<file path="config.mk">
export PLATFORM = sky130hd
export DESIGN_NAME = leds_racer_core_n
export DESIGN_NICKNAME = d
export VERILOG_FILES = /design/src/rtl/leds_racer_core_n.sv
export SDC_FILE = /design/constraint.sdc
export NUM_CORES = 1
export LEC_CHECK = 0
export CAP_MARGIN = 0
export CORE_ASPECT_RATIO = 1.5
export CORE_UTILIZATION = 40
export CTS_CLUSTER_DIAMETER = 60
export DETAILED_ROUTE_END_ITERATION = 6
export HOLD_SLACK_MARGIN = 0.08
export SLEW_MARGIN = 20
export SYNTH_ARGS = -nofsm -noshare
export SYNTH_HDL_FRONTEND = slang
export SYNTH_SLANG_ARGS = --single-unit
</file>
<file path="constraint.sdc">
create_clock -name clk -period 7.2 [get_ports clk]
set_clock_uncertainty 0.2 [all_clocks]
set_input_delay 0.72 -clock clk [delete_from_list [all_inputs] [get_ports clk]]
set_output_delay 0.72 -clock clk [all_outputs]
set_load 0.02 [all_outputs]
</file>
<file path="src/rtl/leds_racer_core_n.sv">
// leds_racer_core_n: N-player race engine with per-channel debounce, menu join timer,
// position counting, winner detection and end-screen hold. Optional GAME idle abort: LEDS_RACER_IDLE_ABORT_EN.
module leds_racer_core_n #(
  parameter int NUM_PLAYERS          = 4,
  parameter int MAX_POS              = 109,
  parameter int DEBOUNCE_CLK_CNT     = 65536,
  parameter int MENU_TIMER_CLK_COUNT = 50000000,
  parameter int END_TIMER_CLK_COUNT  = 750000000,
  localparam int POS_W = $clog2(MAX_POS + 1),
  localparam int WID_W = (NUM_PLAYERS > 1) ? $clog2(NUM_PLAYERS) : 1
) (
  input  logic                         clk,
  input  logic                         reset,
  input  logic [NUM_PLAYERS-1:0]       player_btn,
  output logic [1:0]                   screen,
  output logic [NUM_PLAYERS-1:0]       ready_to_play,
  output logic [NUM_PLAYERS*POS_W-1:0] positions,
  output logic [WID_W-1:0]             winner_id,
  output logic                         winner_valid,
  output logic                         update_frame
);

  localparam int DB_W = (DEBOUNCE_CLK_CNT > 1) ? $clog2(DEBOUNCE_CLK_CNT) : 1;
  localparam int MT_W = (MENU_TIMER_CLK_COUNT > 1) ? $clog2(MENU_TIMER_CLK_COUNT) : 1;
  localparam int ET_W = (END_TIMER_CLK_COUNT > 1) ? $clog2(END_TIMER_CLK_COUNT) : 1;

  localparam logic [DB_W-1:0]  DB_LAST = DB_W'(DEBOUNCE_CLK_CNT - 1);
  localparam logic [MT_W-1:0]  MT_LAST = MT_W'(MENU_TIMER_CLK_COUNT - 1);
  localparam logic [ET_W-1:0]  ET_LAST = ET_W'(END_TIMER_CLK_COUNT - 1);
  localparam logic [POS_W-1:0] POS_MAX = POS_W'(MAX_POS);

  typedef enum logic [1:0] {
    S_MENU = 2'd0,
    S_GAME = 2'd1,
    S_END  = 2'd2
  } state_t;

  logic [NUM_PLAYERS-1:0]       r_sync1;
  logic [NUM_PLAYERS-1:0]       r_sync2;
  logic [NUM_PLAYERS-1:0]       r_deb;
  logic [DB_W-1:0]              r_db_cnt [NUM_PLAYERS];
  logic [NUM_PLAYERS-1:0]       w_press;
  logic [NUM_PLAYERS-1:0]       w_acc;

  state_t                       r_state;
  state_t                       w_state_nxt;
  logic [NUM_PLAYERS-1:0]       r_ready;
  logic [NUM_PLAYERS-1:0]       w_ready_nxt;
  logic [NUM_PLAYERS*POS_W-1:0] r_pos;
  logic [NUM_PLAYERS*POS_W-1:0] w_pos_nxt;
  logic [WID_W-1:0]             r_wid;
  logic [WID_W-1:0]             w_wid_nxt;
  logic                         r_wvld;
  logic                         w_wvld_nxt;
  logic [MT_W-1:0]              r_menu_tmr;
  logic [MT_W-1:0]              w_menu_tmr_nxt;
  logic [ET_W-1:0]              r_end_tmr;
  logic [ET_W-1:0]              w_end_tmr_nxt;
`ifdef LEDS_RACER_IDLE_ABORT_EN
  logic [ET_W-1:0]              r_idle_tmr;
  logic [ET_W-1:0]              w_idle_tmr_nxt;
`endif
  logic                         w_hit;
  logic                         w_chg;
  logic                         r_chg_p0;
  logic                         r_uf_p1;

  // Input stage: 2-FF synchroniser feeding a per-channel stability counter
  always_ff @(posedge clk or posedge reset) begin
    if (reset) begin
      r_sync1 <= '0;
      r_sync2 <= '0;
      r_deb   <= '0;
      for (int i = 0; i < NUM_PLAYERS; i++) r_db_cnt[i] <= '0;
    end else begin
      r_sync1 <= player_btn;
      r_sync2 <= r_sync1;
      for (int i = 0; i < NUM_PLAYERS; i++) begin
        if (r_sync2[i] == r_deb[i]) begin
          r_db_cnt[i] <= '0;
        end else if (r_db_cnt[i] == DB_LAST) begin
          r_deb[i]    <= r_sync2[i];
          r_db_cnt[i] <= '0;
        end else begin
          r_db_cnt[i] <= r_db_cnt[i] + DB_W'(1);
        end
      end
    end
  end

  // The press fires in the cycle the debounced level is about to rise, so the game
  // logic consumes it on the same edge that r_deb flips.
  always_comb begin
    w_press = '0;
    for (int i = 0; i < NUM_PLAYERS; i++)
      w_press[i] = r_sync2[i] & ~r_deb[i] & (r_db_cnt[i] == DB_LAST);
  end

  assign w_acc = w_press & r_ready;

  // Game stage: next-state and datapath decode
  always_comb begin
    w_state_nxt    = r_state;
    w_ready_nxt    = r_ready;
    w_pos_nxt      = r_pos;
    w_wid_nxt      = r_wid;
    w_wvld_nxt     = r_wvld;
    w_menu_tmr_nxt = '0;
    w_end_tmr_nxt  = '0;
`ifdef LEDS_RACER_IDLE_ABORT_EN
    w_idle_tmr_nxt = '0;
`endif
    w_hit          = 1'b0;
    case (r_state)
      S_MENU: begin
        w_ready_nxt = r_ready | w_press;
        if (r_ready != '0) begin
          if (r_menu_tmr == MT_LAST) w_state_nxt = S_GAME;
          else                       w_menu_tmr_nxt = r_menu_tmr + MT_W'(1);
        end
      end
      S_GAME: begin
        for (int i = 0; i < NUM_PLAYERS; i++)
          if (w_acc[i] && (r_pos[i*POS_W +: POS_W] != POS_MAX))
            w_pos_nxt[i*POS_W +: POS_W] = r_pos[i*POS_W +: POS_W] + POS_W'(1);
        // Scan from the top so the lowest arriving index is the one left latched.
        for (int i = NUM_PLAYERS - 1; i >= 0; i--)
          if (w_pos_nxt[i*POS_W +: POS_W] == POS_MAX) begin
            w_hit     = 1'b1;
            w_wid_nxt = WID_W'(i);
          end
        if (w_hit) begin
          w_state_nxt = S_END;
          w_wvld_nxt  = 1'b1;
        end
`ifdef LEDS_RACER_IDLE_ABORT_EN
        else if (w_acc == '0) begin
          if (r_idle_tmr == ET_LAST) begin
            w_state_nxt = S_MENU;
            w_ready_nxt = '0;
            w_pos_nxt   = '0;
          end else begin
            w_idle_tmr_nxt = r_idle_tmr + ET_W'(1);
          end
        end
`endif
      end
      S_END: begin
        if (r_end_tmr == ET_LAST) begin
          w_state_nxt = S_MENU;
          w_ready_nxt = '0;
          w_pos_nxt   = '0;
          w_wid_nxt   = '0;
          w_wvld_nxt  = 1'b0;
        end else begin
          w_end_tmr_nxt = r_end_tmr + ET_W'(1);
        end
      end
      default: w_state_nxt = S_MENU;
    endcase
  end

  assign w_chg = (w_state_nxt != r_state) | (w_ready_nxt != r_ready) | (w_pos_nxt != r_pos);

  always_ff @(posedge clk or posedge reset) begin
    if (reset) r_state <= S_MENU;
    else       r_state <= w_state_nxt;
  end

  // Register stage: game state, timers and redraw strobe pipeline
  always_ff @(posedge clk or posedge reset) begin
    if (reset) begin
      r_ready    <= '0;
      r_pos      <= '0;
      r_wid      <= '0;
      r_wvld     <= 1'b0;
      r_menu_tmr <= '0;
      r_end_tmr  <= '0;
`ifdef LEDS_RACER_IDLE_ABORT_EN
      r_idle_tmr <= '0;
`endif
      r_chg_p0   <= 1'b0;
      r_uf_p1    <= 1'b0;
    end else begin
      r_ready    <= w_ready_nxt;
      r_pos      <= w_pos_nxt;
      r_wid      <= w_wid_nxt;
      r_wvld     <= w_wvld_nxt;
      r_menu_tmr <= w_menu_tmr_nxt;
      r_end_tmr  <= w_end_tmr_nxt;
`ifdef LEDS_RACER_IDLE_ABORT_EN
      r_idle_tmr <= w_idle_tmr_nxt;
`endif
      r_chg_p0   <= w_chg;
      r_uf_p1    <= r_chg_p0;
    end
  end

  assign screen        = r_state;
  assign ready_to_play = r_ready;
  assign positions     = r_pos;
  assign winner_id     = r_wid;
  assign winner_valid  = r_wvld;
  assign update_frame  = r_uf_p1;

endmodule

</file>
run_1/congestion_map.png
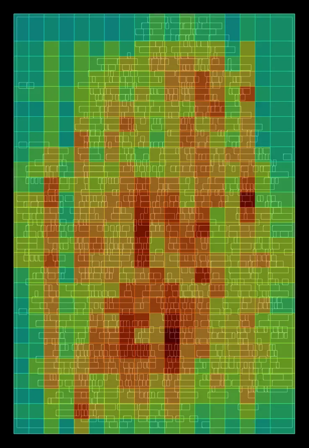
core occupancy in the finished layout: 46.0%
total global-route track usage: 20.5%
global routing usage on met2: 36.7%
routed length per placed instance: 16.7 µm

run_1/class_map.png
Scale bar: 50 µm. Fill, decap, tap and diode cells in gray.
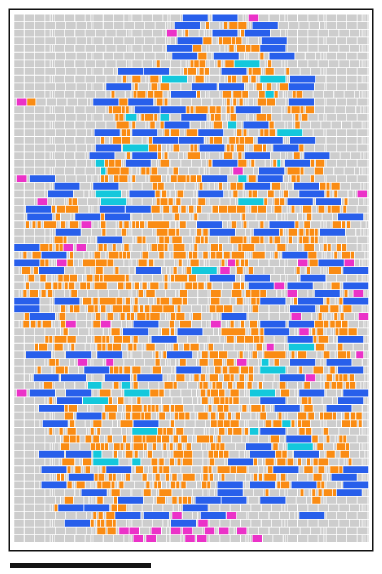
color	class	cells
magenta	remaining buffers and delay cells	47
cyan	clock drivers and dummy loads	32
blue	registers	171
orange	remaining logic cells	862
Core Area: 23700 µm²
proportion of cell area occupied by registers: 39.4%
FP Rows: 69

run_1/util_map.png
13 x 19 tiles, from black (low) to pale yellow (high), 0 to 100% covered.
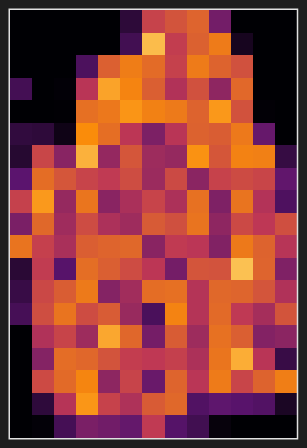
fullest tile	87%
mean over tiles	43%
nearly empty tiles	16%

run_1/layers.png
Scale bar: 50 µm. Two of the layers only.
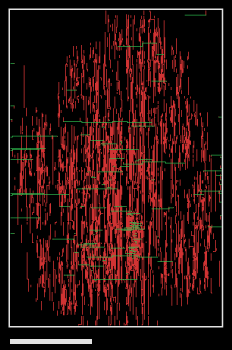
color	layer	wire length
red	M2	12400 µm
green	M3	818 µm
routed via count: 7975
overall routed net length: 23900 µm

==> run summary, run 1 <==
Physical design

Among cell families on the critical path, the largest total delay comes from simple AND/OR/NAND/NOR gates. For this run, the post-layout net count is 1127. The number of global-route vias before repair stands at just under 8000. By area the synthesized netlist is led by dfrtp_1 45%, nor2_1 6.3%, xor2_1 5.7%. In this run, the synthesized area fraction spent on and/or/nand/nor cells is recorded as 28.0%. The count of warnings emitted by yosys stands at 0.

The launch point of the worst register-to-register path is recorded as r_db_cnt[32]$_DFF_PP0_. On the worst path, the slowest cell contributes a delay of 0.87 ns. The run finished with clean final reports. In this run, the synthesized area fraction spent on xor and xnor cells is recorded as 9.21%. The most critical min-delay path falls under flip-flop to flip-flop.

The deepest level of the CTS H-tree stands at 4. The cell count after synthesis came out at 1070. The synthesized netlist contains 79 unique library cells.

The number of antenna violations at the first check in global routing came to 0. The detailed-router iteration count before antenna repair stands at 5. The number of remaining DRC errors stands at 0. Yosys reported that registers with async set or reset make up 100%.

The total clock buffers created by CTS stands at 17. Once detail routing completed, the nets flagged for antenna violations numbered 0. The largest fanout on the critical path stands at 17. No sink is reached through more buffers than the 2 on the longest clock path.

The final max-slew violation count recorded for this run is 0. In this run the post-CTS setup repair buffer count came out at 0. Setup repair after global routing left no endpoint under its margin. In this run, synthesis inferred 0 flip-flops with an integrated enable. The sequential area share after synthesis stands at 44.5%. The net count of the mapped netlist stands at 1098. After global routing the overflow that remains totals 0.

The final antenna diode count stands at 0. The worst setup path is of the flip-flop to flip-flop kind. The worst path required time stands at 7.31 ns. The post-synth area from yosys stat stands at 9610 µm². The combinational cell area excluding buffers and inverters stands at between 5000 and 6000 µm².

The count of routing violations after the opening detailed-route iteration stands at 445. The area overhead of the layout relative to synthesis stands at 13.2%. In the final layout, the fill cell count is around 2400.

The detailed placer reported the number of placed instances as 1399. The largest total area in the synthesized netlist belongs to dfrtp_1. The count of buffers added on input and output ports is about 43. Per the synthesis report, the adder-cell share of the synthesized area is 2.86%.

The final-report hold violation count stands at 0. The number of OpenROAD warnings stands at 33. Looking at the clock tree report, the root buffer type is clkbuf_16. After synthesis the netlist holds a flip-flop and latch count of between 150 and 200.

Dividing the detail-routed via count by the number of cells gives 5.57.
## run 1: registers in the layout, summed over array words and instances (netlist names)
signal,flops
positions,28
r_chg_p0,1
r_db_cnt,64
r_deb,4
r_end_tmr,30
r_menu_tmr,26
r_sync1,4
r_sync2,4
ready_to_play,4
screen,2
update_frame,1
winner_id,2
winner_valid,1
## run 1: layout make-up
class	instances	area share, %
clock buffer	19	4.07
clock inverter	13	1.02
inverter	38	1.36
multi-input combinational	824	46.3
sequential	171	39.4
tap	319	3.67
timing repair buffer	47	4.23
## run 1: per-stage QoR
stage	power, mW	hold slack, ns	worst slack [ns]	utilization, %	instance area (µm²)
2_1_floorplan	1.02	0.131	1.65	-	9610
3_3_place_gp	1.04	0.135	3.96	43.6	10300
3_5_place_dp	1.04	0.138	3.84	43.6	10300
4_1_cts	1.91	0.154	3.80	45.9	10900
5_1_grt	1.96	0.159	3.58	46.0	10900
6_report	1.88	0.151	3.78	46.0	10900
## run 1: power breakdown
group | total [mW] | switching, mW | internal, mW
clock network | 0.868 | 0.408 | 0.459
logic | 0.0411 | 0.0308 | 0.0104
registers | 0.974 | 0.00576 | 0.968
## run 1: cell usage in the layout (no fill, tap or decap), types with 13 or more instances in the layout
cell type	netlist	final
dfrtp_1	171	171
nor2_1	160	160
nand2_1	108	108
nand3_1	67	67
xor2_1	63	63
o21ai_0	60	60
clkdlybuf4s50_1	0	43
xnor2_1	38	38
inv_1	38	37
nand4_1	37	37
a21oi_1	28	28
nor3_1	24	24
and3_1	24	24
ha_1	22	22
and2_1	17	17
clkbuf_16	0	17
nor4_1	16	15
and4_1	14	14
or3_1	13	13
## run 1: routing by layer
metal | global-route usage (%) | part of all wire, %
met4 | 7.87 | 2.5
met3 | 3.87 | 3.4
met1 | 24.1 | 42
met5 | 0 | 0
met2 | 36.7 | 52
run_1/ff_map.png
Scale bar: 50 µm. Other sequential cells in the stronger gray, the rest of the logic in the fainter gray.
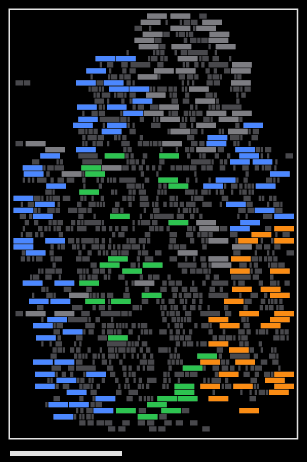

==> run 1 -> run 2 <==
- clock period: 7.2 -> 3.4 ns (I/O delays scaled with it)
run_2/ff_map.png
Scale bar: 50 µm. Other sequential cells in the stronger gray, the rest of the logic in the fainter gray.
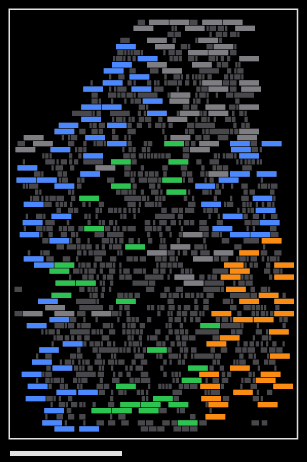
color	name in the netlist	placed flops
green	positions	28
orange	r_end_tmr	30
blue	r_db_cnt	64
not colored	49

run_2/class_map.png
Scale bar: 50 µm. Fill, decap, tap and diode cells in gray.
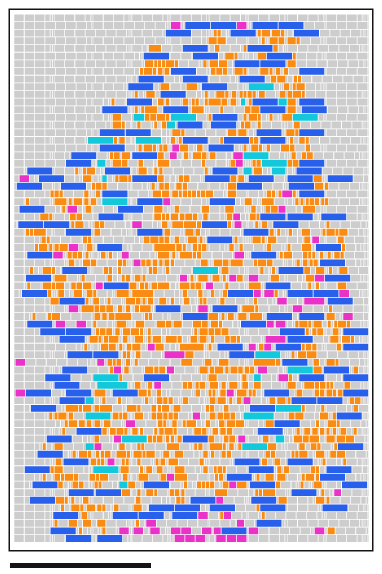
color	class	cells
cyan	clock drivers and dummy loads	32
orange	remaining logic cells	862
magenta	remaining buffers and delay cells	83
blue	registers	171
summed area of non-filler cells in the final layout: 11200 µm²
core occupancy in the finished layout: 47.4%
proportion of cell area occupied by registers: 38.1%

run_2/congestion_map.png
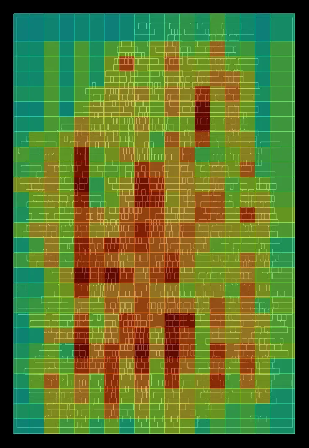
total global-route track usage: 20.8%
global routing usage on met2: 35.8%
routed length per placed instance: 16.7 µm
met1 layer usage reported by global route: 24.7%
met3 track utilization from global routing: 4.18%

==> run 2 against run 1 <==
Compared with the run above:
- worst setup slack worse by 3.5 ns
- synthesized area unchanged
- count of clock-buffer cells in the layout down 1
==> run summary, run 2 <==
Physical design

The cell count after synthesis is 1070 (unchanged). The most used flip-flop cell after synthesis is dfrtp_1. The count of warnings emitted by yosys stands at 0 (unchanged). The total overflow reported by the global router stands at 0 (unchanged). The library cell used most frequently in the layout, excluding fill and tap cells, is dfrtp_1.

The routed via count divided by cell count came to 5.56 (-0.15%). The mean cell area of the mapped netlist stands at 8.98 µm². The total clock buffers created by CTS is 17 (unchanged).

The post-route worst hold slack is 0.136 ns (-0.0156 ns). The post-synthesis cell type count is 79 (unchanged). The number of flip-flops under the largest register name was 64 (unchanged). The pin count of the biggest net entering global routing stands at ~70. The least setup slack across all paths after layout stands at 0.250 ns (-3.53 ns).

The worst path required time was 3.56 ns (-3.75 ns). The largest fanout on the critical path is 6 (-11). The total wirelength of the detailed-routed design stands at 24400 µm (+2.3%). The worst setup timing slack at the placement stage was 0.316 ns (-3.52 ns). The maximum clock insertion buffer count stands at 2 (unchanged). The site row count stands at 69 (unchanged).

The post-synth area from yosys stat stands at 9610 µm² (unchanged). The final antenna diode count was 0 (unchanged). The final-report hold violation count stands at 0 (unchanged).

The register with the most flip-flops in the final layout is r_db_cnt. The placeable core region is 23700 µm² (unchanged). The number of global-route vias before repair stands at 7985 (+2.0%).

The total number of vias is 8163 (+2.4%). The final-stage net count stands at 1163 (+3.2%). The number of nets with antenna violations after routing stands at 0 (unchanged). STA reports the tightest min-delay check as being of type input pin to flip-flop. The largest total area in the synthesized netlist belongs to dfrtp_1. The number of OpenROAD warnings is 33 (unchanged). The power consumption is 4.16 mW (+120%). The tree is rooted in a clkbuf_16. The number of remaining DRC errors stands at 0 (unchanged). The quantity of I/O buffers inserted on ports stands at 43 (unchanged). The number of enable flip-flop cells was 0 (unchanged). Per the timing report, the most critical flop-to-flop path originates at r_db_cnt[48]$_DFF_PP0_. The cell count after placement was 1435 (+2.6%). The number of antenna violations at the first check in global routing stands at 0 (unchanged).

The area growth from synthesis to layout is 16.8%. The deepest level of the CTS H-tree came to 4 (unchanged). The total of flip-flops plus latches after synthesis was 171 (unchanged).

The post-CTS repair timing setup buffer count stands at 0 (unchanged). The post-placement cell area stands at 10600 µm² (+3.0%). The count of routing violations after the opening detailed-route iteration is 500 (+12%).

The sequential area share after synthesis came to 44.5% (unchanged). The run finished with clean final reports.
[run 2: cell type report]
type | count | area [µm²]
well taps | 319 | 399
fillers | 2320 | 12400
clock buffers | 18 | 439
multi-input cells | 824 | 5030
repair buffers | 83 | 768
clock inverters | 14 | 159
inverters | 38 | 146
flip-flops and latches | 171 | 4280
[run 2: routing by layer]
| layer | wire, µm | track usage, % | vias up |
|---|---|---|---|
| li1 | - | - | 3944 |
| met1 | 10200 | 24.7 | 3961 |
| met2 | 12300 | 35.8 | 194 |
| met3 | 1040 | 4.18 | 64 |
| met4 | 907 | 9.95 | 0 |
| met5 | 0 | 0 | - |
[run 2: where the power goes]
part	switching, mW	internal (mW)
logic	0.0666	0.0271
registers	0.0119	2.05
clock network	0.883	1.12
[run 2: worst max-delay path, stage by stage (launching register included)]
cell and delay [ns]:
dfrtp_1 0.39, ha_1 0.21, nand3_1 0.15, or4_4 0.61, nor3_1 0.50, o22a_2 0.23, a2111o_1 0.20, nand4b_4 0.17
o21a_1 0.25, o22ai_1 0.16
[run 2: how the worst max path moves through the flow]
stage | endpoint | slack (ns) | cells after the start
final | winner_id[1]$_DFFE_PP0P_ | 0.25 | 9
after detailed placement | winner_id[0]$_DFFE_PP0P_ | 0.32 | 9
after floorplan | winner_id[1]$_DFFE_PP0P_ | 0.50 | 10
after global placement | winner_id[1]$_DFFE_PP0P_ | 0.33 | 9
after global routing | screen[0]$_DFF_PP0_ | 0.03 | 9
after CTS | winner_id[0]$_DFFE_PP0P_ | 0.30 | 9
[run 2: cells by family after synthesis]
family | synth area share, %
AOI/OAI and AO/OA | 11.6
xor gates and xnor gates | 9.21
adders and majority gates | 2.86
buffers and inverters | 3.23
DFF | 44.5
muxes | 0.547
and+or+nand+nor | 28.0
Power and IR drop assume default switching activity.
